$ cat config.mk
export PLATFORM = sky130hd
export DESIGN_NAME = jk_counter_ctrl_flat
export DESIGN_NICKNAME = d
export VERILOG_FILES = /design/src/rtl/jkc_pkg.sv /design/src/rtl/jk_counter_ctrl_if.sv /design/src/rtl/jk_excite.sv /design/src/rtl/jk_counter_ctrl.sv /design/src/flat_wrapper.sv
export SDC_FILE = /design/constraint.sdc
export NUM_CORES = 1
export LEC_CHECK = 0
export ABC_CLOCK_PERIOD_IN_PS = 4500
export CORE_ASPECT_RATIO = 0.8
export CORE_MARGIN = 2
export CORE_UTILIZATION = 53
export DETAILED_ROUTE_END_ITERATION = 7
export PLACE_DENSITY = 0.86
export SLEW_MARGIN = 20
export SYNTH_ARGS = -nofsm -noshare
export SYNTH_HDL_FRONTEND = slang
export SYNTH_HIERARCHICAL = 1
export SYNTH_SLANG_ARGS = --single-unit
export TNS_END_PERCENT = 20
$ cat constraint.sdc
create_clock -name clk -period 4.5 [get_ports clk]
set_clock_uncertainty 0.2 [all_clocks]
set_input_delay 0.9 -clock clk [delete_from_list [all_inputs] [get_ports clk]]
set_output_delay 0.9 -clock clk [all_outputs]
set_load 0.005 [all_outputs]
$ cat src/rtl/jkc_pkg.sv
// Shared types for the JK counter sequencer: command opcodes, FSM states, opcode width.
package jkc_pkg;

    localparam int JKC_OP_W = 2;

    typedef enum logic [JKC_OP_W-1:0] {
        NOP  = 2'b00,
        LOAD = 2'b01,
        RUN  = 2'b10,
        STOP = 2'b11
    } jkc_op_t;

    typedef enum logic [1:0] {
        IDLE   = 2'd0,
        LOAD_S = 2'd1,
        RUN_S  = 2'd2
    } jkc_state_t;

endpackage

$ cat src/rtl/jk_counter_ctrl_if.sv
// Command channel (valid/ready handshake) between control/test logic and the JK sequencer.
interface jk_counter_ctrl_if #(
    parameter int WIDTH = 4
);
    import jkc_pkg::*;

    logic             cmd_valid;
    logic             cmd_ready;
    jkc_op_t          cmd_op;
    logic [WIDTH-1:0] cmd_data;
    logic             cmd_dir;

    modport master (
        output cmd_valid, cmd_op, cmd_data, cmd_dir,
        input  cmd_ready
    );

    modport slave (
        input  cmd_valid, cmd_op, cmd_data, cmd_dir,
        output cmd_ready
    );

endinterface

$ cat src/rtl/jk_excite.sv
// Per-bit JK excitation from present state q to next state nq; only set/reset/hold, never toggle.
module jk_excite #(
    parameter int WIDTH = 4
) (
    input  logic [WIDTH-1:0] q,
    input  logic [WIDTH-1:0] nq,
    output logic [WIDTH-1:0] j,
    output logic [WIDTH-1:0] k
);

    assign j = ~q & nq;
    assign k = q & ~nq;

endmodule

$ cat src/rtl/jk_counter_ctrl.sv
// Sequencer for an external JK flip-flop bank wired as a mod-MODULUS counter.
// Optional down counting is enabled by defining JKC_DOWN_EN.
module jk_counter_ctrl
    import jkc_pkg::*;
#(
    parameter int WIDTH   = 4,
    parameter int MODULUS = 10
) (
    input  logic              clk,
    input  logic              rst,
    jk_counter_ctrl_if.slave  cmd,
    input  logic [WIDTH-1:0]  q,
    output logic [WIDTH-1:0]  j,
    output logic [WIDTH-1:0]  k,
    output logic              busy,
    output logic              tc,
    output logic              done
);

    localparam logic [WIDTH:0]   MOD_EXT = (WIDTH+1)'(MODULUS);
    localparam logic [WIDTH-1:0] TOP     = WIDTH'(MODULUS - 1);

    jkc_state_t       state;
    logic [WIDTH-1:0] step_cnt;
    logic [WIDTH-1:0] load_val;
    logic [WIDTH-1:0] nq;
    logic [WIDTH-1:0] j_x;
    logic [WIDTH-1:0] k_x;
    logic             wrap;
    logic             q_legal;
    logic             accept;

`ifdef JKC_DOWN_EN
    logic dir;
`else
    logic unused_dir;
    assign unused_dir = cmd.cmd_dir;
`endif

    function automatic logic [WIDTH-1:0] fold(input logic [WIDTH-1:0] v);
        return ({1'b0, v} >= MOD_EXT) ? WIDTH'({1'b0, v} % MOD_EXT) : v;
    endfunction

    function automatic logic [WIDTH-1:0] next_up(input logic [WIDTH-1:0] v);
        return (v == TOP) ? '0 : v + 1'b1;
    endfunction

`ifdef JKC_DOWN_EN
    function automatic logic [WIDTH-1:0] next_down(input logic [WIDTH-1:0] v);
        return (v == '0) ? TOP : v - 1'b1;
    endfunction
`endif

    assign accept  = cmd.cmd_valid & cmd.cmd_ready;
    assign q_legal = ({1'b0, q} < MOD_EXT);

    // Out-of-range bank state is steered to 0 and never counts as a wrap.
    always_comb begin
        nq   = '0;
        wrap = 1'b0;
        case (state)
            LOAD_S: nq = fold(load_val);
            RUN_S: begin
                if (q_legal) begin
`ifdef JKC_DOWN_EN
                    if (dir) begin
                        nq   = next_down(q);
                        wrap = (q == '0);
                    end else
`endif
                    begin
                        nq   = next_up(q);
                        wrap = (q == TOP);
                    end
                end
            end
            default: nq = '0;
        endcase
    end

    jk_excite #(.WIDTH(WIDTH)) u_excite (
        .q  (q),
        .nq (nq),
        .j  (j_x),
        .k  (k_x)
    );

    assign j = (state == IDLE) ? '0 : j_x;
    assign k = (state == IDLE) ? '0 : k_x;

    // Latched LOAD target is datapath only and needs no reset.
    always_ff @(posedge clk) begin
        if (state == IDLE && accept && cmd.cmd_op == LOAD)
            load_val <= cmd.cmd_data;
    end

    always_ff @(posedge clk or negedge rst) begin
        if (!rst) begin
            state         <= IDLE;
            step_cnt      <= '0;
            tc            <= 1'b0;
            done          <= 1'b0;
            busy          <= 1'b0;
            cmd.cmd_ready <= 1'b1;
`ifdef JKC_DOWN_EN
            dir           <= 1'b0;
`endif
        end else begin
            tc   <= 1'b0;
            done <= 1'b0;
            case (state)
                IDLE: begin
                    if (accept && cmd.cmd_op == LOAD) begin
                        state         <= LOAD_S;
                        busy          <= 1'b1;
                        cmd.cmd_ready <= 1'b0;
                    end else if (accept && cmd.cmd_op == RUN) begin
                        state    <= RUN_S;
                        busy     <= 1'b1;
                        step_cnt <= cmd.cmd_data;
`ifdef JKC_DOWN_EN
                        dir      <= cmd.cmd_dir;
`endif
                    end
                end
                LOAD_S: begin
                    state         <= IDLE;
                    busy          <= 1'b0;
                    done          <= 1'b1;
                    cmd.cmd_ready <= 1'b1;
                end
                RUN_S: begin
                    tc <= wrap;
                    // Final step wins over a coincident STOP so the run still reports done.
                    if (step_cnt == WIDTH'(1)) begin
                        state    <= IDLE;
                        busy     <= 1'b0;
                        done     <= 1'b1;
                        step_cnt <= '0;
                    end else if (accept && cmd.cmd_op == STOP) begin
                        state    <= IDLE;
                        busy     <= 1'b0;
                        step_cnt <= '0;
                    end else if (step_cnt != '0) begin
                        step_cnt <= step_cnt - 1'b1;
                    end
                end
                default: begin
                    state         <= IDLE;
                    busy          <= 1'b0;
                    cmd.cmd_ready <= 1'b1;
                end
            endcase
        end
    end

endmodule

$ cat src/flat_wrapper.sv
// flat-port wrapper written by rule: the top's interface ports become plain ports
module jk_counter_ctrl_flat import jkc_pkg::*;
#(
    parameter int WIDTH   = 4,
    parameter int MODULUS = 10
)
  (clk, rst, q, j, k, busy, tc, done, cmd_cmd_valid, cmd_cmd_op, cmd_cmd_data, cmd_cmd_dir, cmd_cmd_ready);
  jk_counter_ctrl_if #(.WIDTH(WIDTH)) cmd_i ();
  input  logic clk;
  input  logic rst;
  input  logic [WIDTH-1:0] q;
  output logic [WIDTH-1:0] j;
  output logic [WIDTH-1:0] k;
  output logic busy;
  output logic tc;
  output logic done;
  input wire logic [$bits(cmd_i.cmd_valid)-1:0] cmd_cmd_valid;
  input wire logic [$bits(cmd_i.cmd_op)-1:0] cmd_cmd_op;
  input wire logic [$bits(cmd_i.cmd_data)-1:0] cmd_cmd_data;
  input wire logic [$bits(cmd_i.cmd_dir)-1:0] cmd_cmd_dir;
  output wire logic [$bits(cmd_i.cmd_ready)-1:0] cmd_cmd_ready;
  assign cmd_i.cmd_valid = cmd_cmd_valid;
  assign cmd_i.cmd_op = cmd_cmd_op;
  assign cmd_i.cmd_data = cmd_cmd_data;
  assign cmd_i.cmd_dir = cmd_cmd_dir;
  assign cmd_cmd_ready = cmd_i.cmd_ready;
  jk_counter_ctrl #(.WIDTH(WIDTH), .MODULUS(MODULUS)) u_core (.clk(clk), .rst(rst), .cmd(cmd_i), .q(q), .j(j), .k(k), .busy(busy), .tc(tc), .done(done));
endmodule
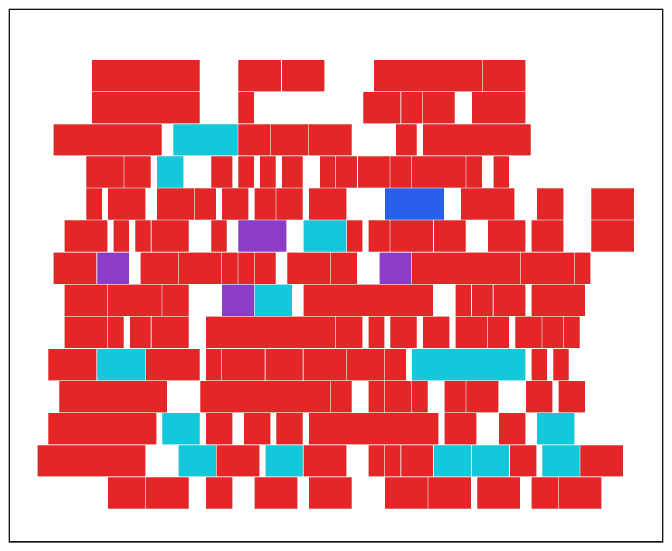
(cells by drive strength)
- x6 and larger: blue (cells 1; most used clkbuf_8)
- x2: cyan (cells 13; most used and2b_2)
- x1 and smaller: red (cells 131; most used clkdlybuf4s50_1)
- x3 and x4: purple (cells 4; most used clkbuf_4)

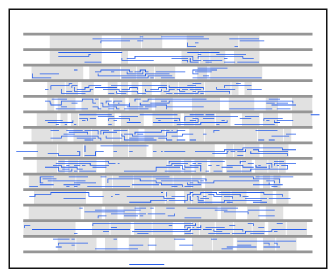
(met1 routing)
Supply wires on this layer in grey. Cells faint in the background.
- main direction: horizontal
- longest straight run: 21.6 µm
- nets with wire on the layer: 156
- share of all routed wire: 43%
- wire length on this layer: 1220 µm

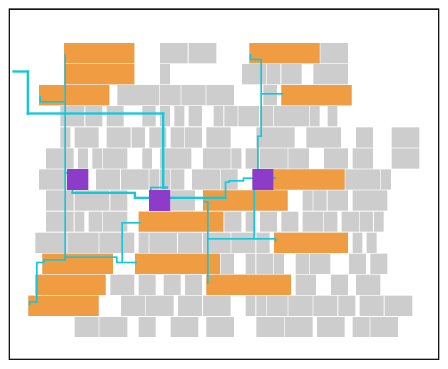
(clock network drawn from the DEF)
- clock wires: cyan (length 178 µm)
- flip-flops: orange (count 14)
- clock-net drivers: purple (count 3)
- routed clock nets: 4

==> run summary <==
Purpose: to document the outcome of synthesis and place and route.

GRT
The number of antenna violations at the first check in global routing is 0. The first global-routing pass estimated 4540 µm of wire. The pin count of the biggest net entering global routing is 15. The total global routing overflow is 0. The number of global-route vias before repair is 934. For this run, global-route usage on met2 was measured as 45.0%. Routing resource usage on met3 recorded by global route was 4.30%. After global routing, the most crowded layer is met2. For met1 alone, demand over resource in global routing was 29.9%.

The combined global-route utilization of all metal layers is 24.2%.

Worst setup path
The launching element type of the critical path is an input port. The data arrival time reported for the critical path is 2.91 ns. The most frequent cell on the critical path is sky130_fd_sc_hd__clkdlybuf4s50_1. The worst setup path is captured at an output port. The peak per-stage delay on the critical path is 0.58 ns.

According to the timing report, the critical path is launched from q[1]. The highest fanout seen on the critical path is 6. The reg-to-reg startpoint is u_core/state[0]$_DFFE_PN0P_.

The endpoint of the most critical register-to-register path is u_core/step_cnt[1]$_DFFE_PN0P_. The critical setup path kind is input port to output port. According to the timing report, the data required time at the worst endpoint equals 3.40 ns. Looking at the critical path, the single cell with the biggest stage delay is sky130_fd_sc_hd__clkdlybuf4s50_1. Listed in order, past its start point the critical path passes clkdlybuf4s50_1 > nand2_1 > nor3b_1 > o21ai_0 > a21boi_0 > and2b_2 > nor2b_1 > clkdlybuf4s50_1. The worst register-to-register path depth is 6. The setup check on the worst reg-to-reg path leaves a slack of 2.24 ns.

Final timing
The setup TNS is 0 ns. The highest clock rate is 249 MHz. For reference, the final report shows the max-slew violation count at 0. The worst path needs 4.01 ns of the cycle, external delays included. The post-route fraction of the period consumed by the critical path is 89.1%.

The transition time recorded at the tightest slew-check pin is 0.500 ns. Setup repair after global routing left no endpoint under its margin. The remaining max-slew budget at the tightest pin is 66.2%. The number of failing setup endpoints in the final timing report is 0.

The final hold violation count is 0.

Clock network
The clock net sink count is 14. The post-CTS setup buffer count is 0. On the worst setup and hold paths after CTS, the clock-pin slew comes to 0.08 ns. The post-CTS hold buffer count recorded in the log is 0. The number of CTS-inserted buffers is 3. The number of gates resized after CTS is 0. The tree is rooted in a sky130_fd_sc_hd__clkbuf_4. The clock passes through at most 2 buffers. The H-tree level count is 1. TritonCTS built the clock tree.

Logic synthesis
Of all cell types, the one taking the most synthesized area is sky130_fd_sc_hd__dfrtp_1. The number of instances in the synthesized netlist is 125. The complex-gate fraction of the synthesized area is 21.2%. Summing every instance area after synthesis gives 1110 µm².

The count of synthesis-stage warnings from yosys is 6. The async set-reset flop share out of synthesis is 71.4%. The number of enable-type register cells in the synthesized netlist is 4. The main area contributors are sky130_fd_sc_hd__dfrtp_1 20%, sky130_fd_sc_hd__edfxtp_1 11%, sky130_fd_sc_hd__ha_1 7.9%. The average footprint of a synthesized cell is 8.91 µm². Yosys reports that the leading cell type by area covers 20.2% of the netlist area.

The fraction of synthesized cell area in xor and xnor cells is 2.36%. The cell total in the yosys stat output is 125. The area share of and/or/nand/nor cells after synthesis is 27.6%. The flop and latch count out of synthesis is 14.

Per the synthesis report, the adder-cell share of the synthesized area is 7.87%. The proportion of synthesized chip area in sequential cells is 33.4%. The post-synth net total is 146. The dominant register cell is sky130_fd_sc_hd__dfrtp_1. The largest combinational cell category by area is simple AND/OR/NAND/NOR gates.

The portion of synthesized area spent on multiplexers is 2.02%. The number of distinct library cell variants in the gate-level netlist after synthesis is 43. The chip area estimate from yosys synthesis is 1110 µm².

Route
The average routed wire per standard cell is 16.3 µm. After the first detailed-routing iteration, the DRC count stood at 46. In the routed design, unresolved DRC markers number 0. Summing over every cut layer, the via total after detailed routing is 1022. The final wirelength is 2820 µm. After detailed routing, the number of vias per cell comes to 5.91. The count of nets left with antenna violations once routing finished came out at 0. The iteration count of the initial detailed-routing pass is 4.

Floorplanning
The die covers 2490 µm². The top-level port count is 26. The floorplan core density is 57.8%.

The vertical die dimension reported for this design is 45 µm. Measured along the x axis, the die boundary spans 55.2 µm.

Placed design
The last weighted congestion value of the routability-driven placer is 0.840. After detailed placement, the total cell area comes to 1370 µm². The quantity of I/O buffers inserted on ports is 24.

The HPWL after detailed placement is 2180 µm.

Cells and area
In the final layout, the share of cells above drive strength 1 is 12.1%. The total number of nets in the final design is 171. Per the layout area report, the combinational gate area comes to 681 µm². The number of diodes is 0. The fill cell instance count of the final layout is 157. The footprint of the flip-flops and latches is 372 µm². The area overhead of the layout relative to synthesis is 26.1%.

Run
Max-cap violations in this run came to 0. OpenROAD emitted warnings numbering 31.

Status
The flow ran to the end, and the final reports show no timing, DRC or antenna violations.

Worst hold path
The worst hold path terminates at u_core/step_cnt[1]$_DFFE_PN0P_. Along the worst hold path, the cell count comes to 1. Looking at hold timing, the worst path starts from u_core/step_cnt[1]$_DFFE_PN0P_. According to the hold report, the worst path is of the flip-flop to flip-flop type.

Power and ir drop
The leakage power of the design is 0.000581 µW. The overall power of the completed layout is 632 µW. In this run the power density over the cells is 450 nW/µm². Looking at the VDD voltage map, the peak drop is 0.000317 V.
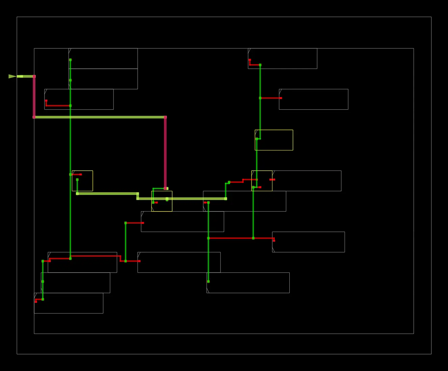
(clock routing)
clock latency at the later pin of the worst-skew pair: 0.28 ns
count of clock-net buffers in the final layout: 4
num sequential: 14

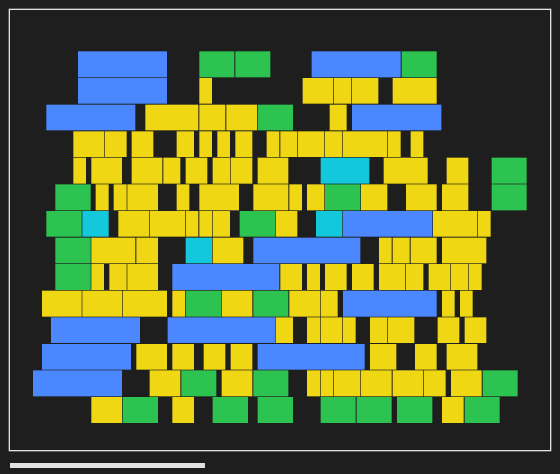
(cells coloured by class)
Bar = 20 µm.
- registers: blue (cells 14)
- clock drivers and dummy loads: cyan (cells 4)
- remaining buffers and delay cells: green (cells 24)
- remaining logic cells: yellow (cells 107)
sequential portion of the cell area: 26.5%
final cell area excluding filler cells: 1400 µm²
total number of placement rows: 14
utilization after layout: 72.9%
core area: 1930 µm²

==> layout make-up <==
| type | instances | share of cell area, % |
|---|---|---|
| Tap cell | 24 | 2.14 |
| Clock buffer | 4 | 2.58 |
| Inverter | 12 | 3.21 |
| Timing Repair Buffer | 24 | 17.1 |
| Multi-Input combinational cell | 95 | 48.5 |
| Sequential cell | 14 | 26.5 |
==> flip-flops by register name (all words and copies together), names as in the netlist <==
register              count
u_core/busy               1
u_core/tc                 1
u_core/state              2
u_core/load_val           4
u_core/done               1
u_core/step_cnt           4
u_core/cmd.cmd_ready      1
==> cell families (layout without fill, tap and decap cells) <==
logic type / after synthesis / after routing
AND/OR/NAND/NOR: 50 / 50
flip-flops: 14 / 14
adder cells (fa/ha/maj): 7 / 7
XOR/XNOR: 3 / 3
buffers and inverters: 16 / 40
AND-OR/OR-AND: 33 / 33
multiplexers: 2 / 2
==> through the flow <==
step	std cells	hold WS [ns]	worst slack [ns]
2_1_floorplan	125	0.286	1.66
3_3_place_gp	169	0.286	0.549
3_5_place_dp	169	0.327	0.500
4_1_cts	173	0.347	0.494
5_1_grt	173	0.365	0.351
6_report	173	0.344	0.491
==> metal layers <==
metal	share of wire, %	vias up
met3	6.3	4
met2	50	41
li1	-	492
met4	0.50	0
met1	43	485
met5	0	-
==> report_power, final <==
| part | switching, µW | internal (µW) | total (µW) | leakage (µW) |
|---|---|---|---|---|
| Combinational | 178 | 159 | 337 | 0.000397 |
| Sequential | 34.5 | 171 | 205 | 0.000162 |
| Clock | 40.5 | 49.2 | 89.7 | 0.0000210 |
==> synthesized netlist by cell type, drive strengths merged, types with 2 or more instances <==
library cell / n
o2bb2ai: 2
and3: 3
a21boi: 2
nor3b: 2
nand2: 6
nand3: 3
xor2: 2
a21oi: 6
and2b: 8
nand2b: 3
o22ai: 3
clkbuf: 3
edfxtp: 4
ha: 7
a32oi: 3
nor3: 3
o21ai: 5
nor2: 8
o21a: 2
a21o: 2
nor2b: 9
inv: 12
dfrtp: 9
mux2: 2
==> worst max-delay path: cells and delay by family <==
family / cells / cell delay [ns]
AND-OR/OR-AND: 2 / 0.29
buffers and inverters: 2 / 1.10
AND/OR/NAND/NOR: 4 / 0.63
==> cell usage in the layout, fill, tap and decap left out, drive strengths merged, types with 3 or more instances in the layout <==
| cell type | Yosys | routed |
|---|---|---|
| clkbuf | 3 | 4 |
| ha | 7 | 7 |
| nand2b | 3 | 3 |
| o22ai | 3 | 3 |
| nor2b | 9 | 9 |
| o21ai | 5 | 5 |
| clkdlybuf4s50 | 0 | 24 |
| nor3 | 3 | 3 |
| and3 | 3 | 3 |
| inv | 12 | 12 |
| edfxtp | 4 | 4 |
| dfrtp | 9 | 9 |
| nand3 | 3 | 3 |
| a21oi | 6 | 6 |
| nand2 | 6 | 6 |
| nor2 | 8 | 8 |
| a32oi | 3 | 3 |
| and2b | 8 | 8 |
==> worst max path at each step <==
stage / to / slack, ns / cells after the start
after global placement: k[3] / 0.55 / 8
after global routing: k[3] / 0.35 / 8
final: j[3] / 0.49 / 8
after floorplan: k[3] / 1.66 / 6
after CTS: j[3] / 0.49 / 8
after detailed placement: j[3] / 0.50 / 8
Power and IR drop assume default switching activity.
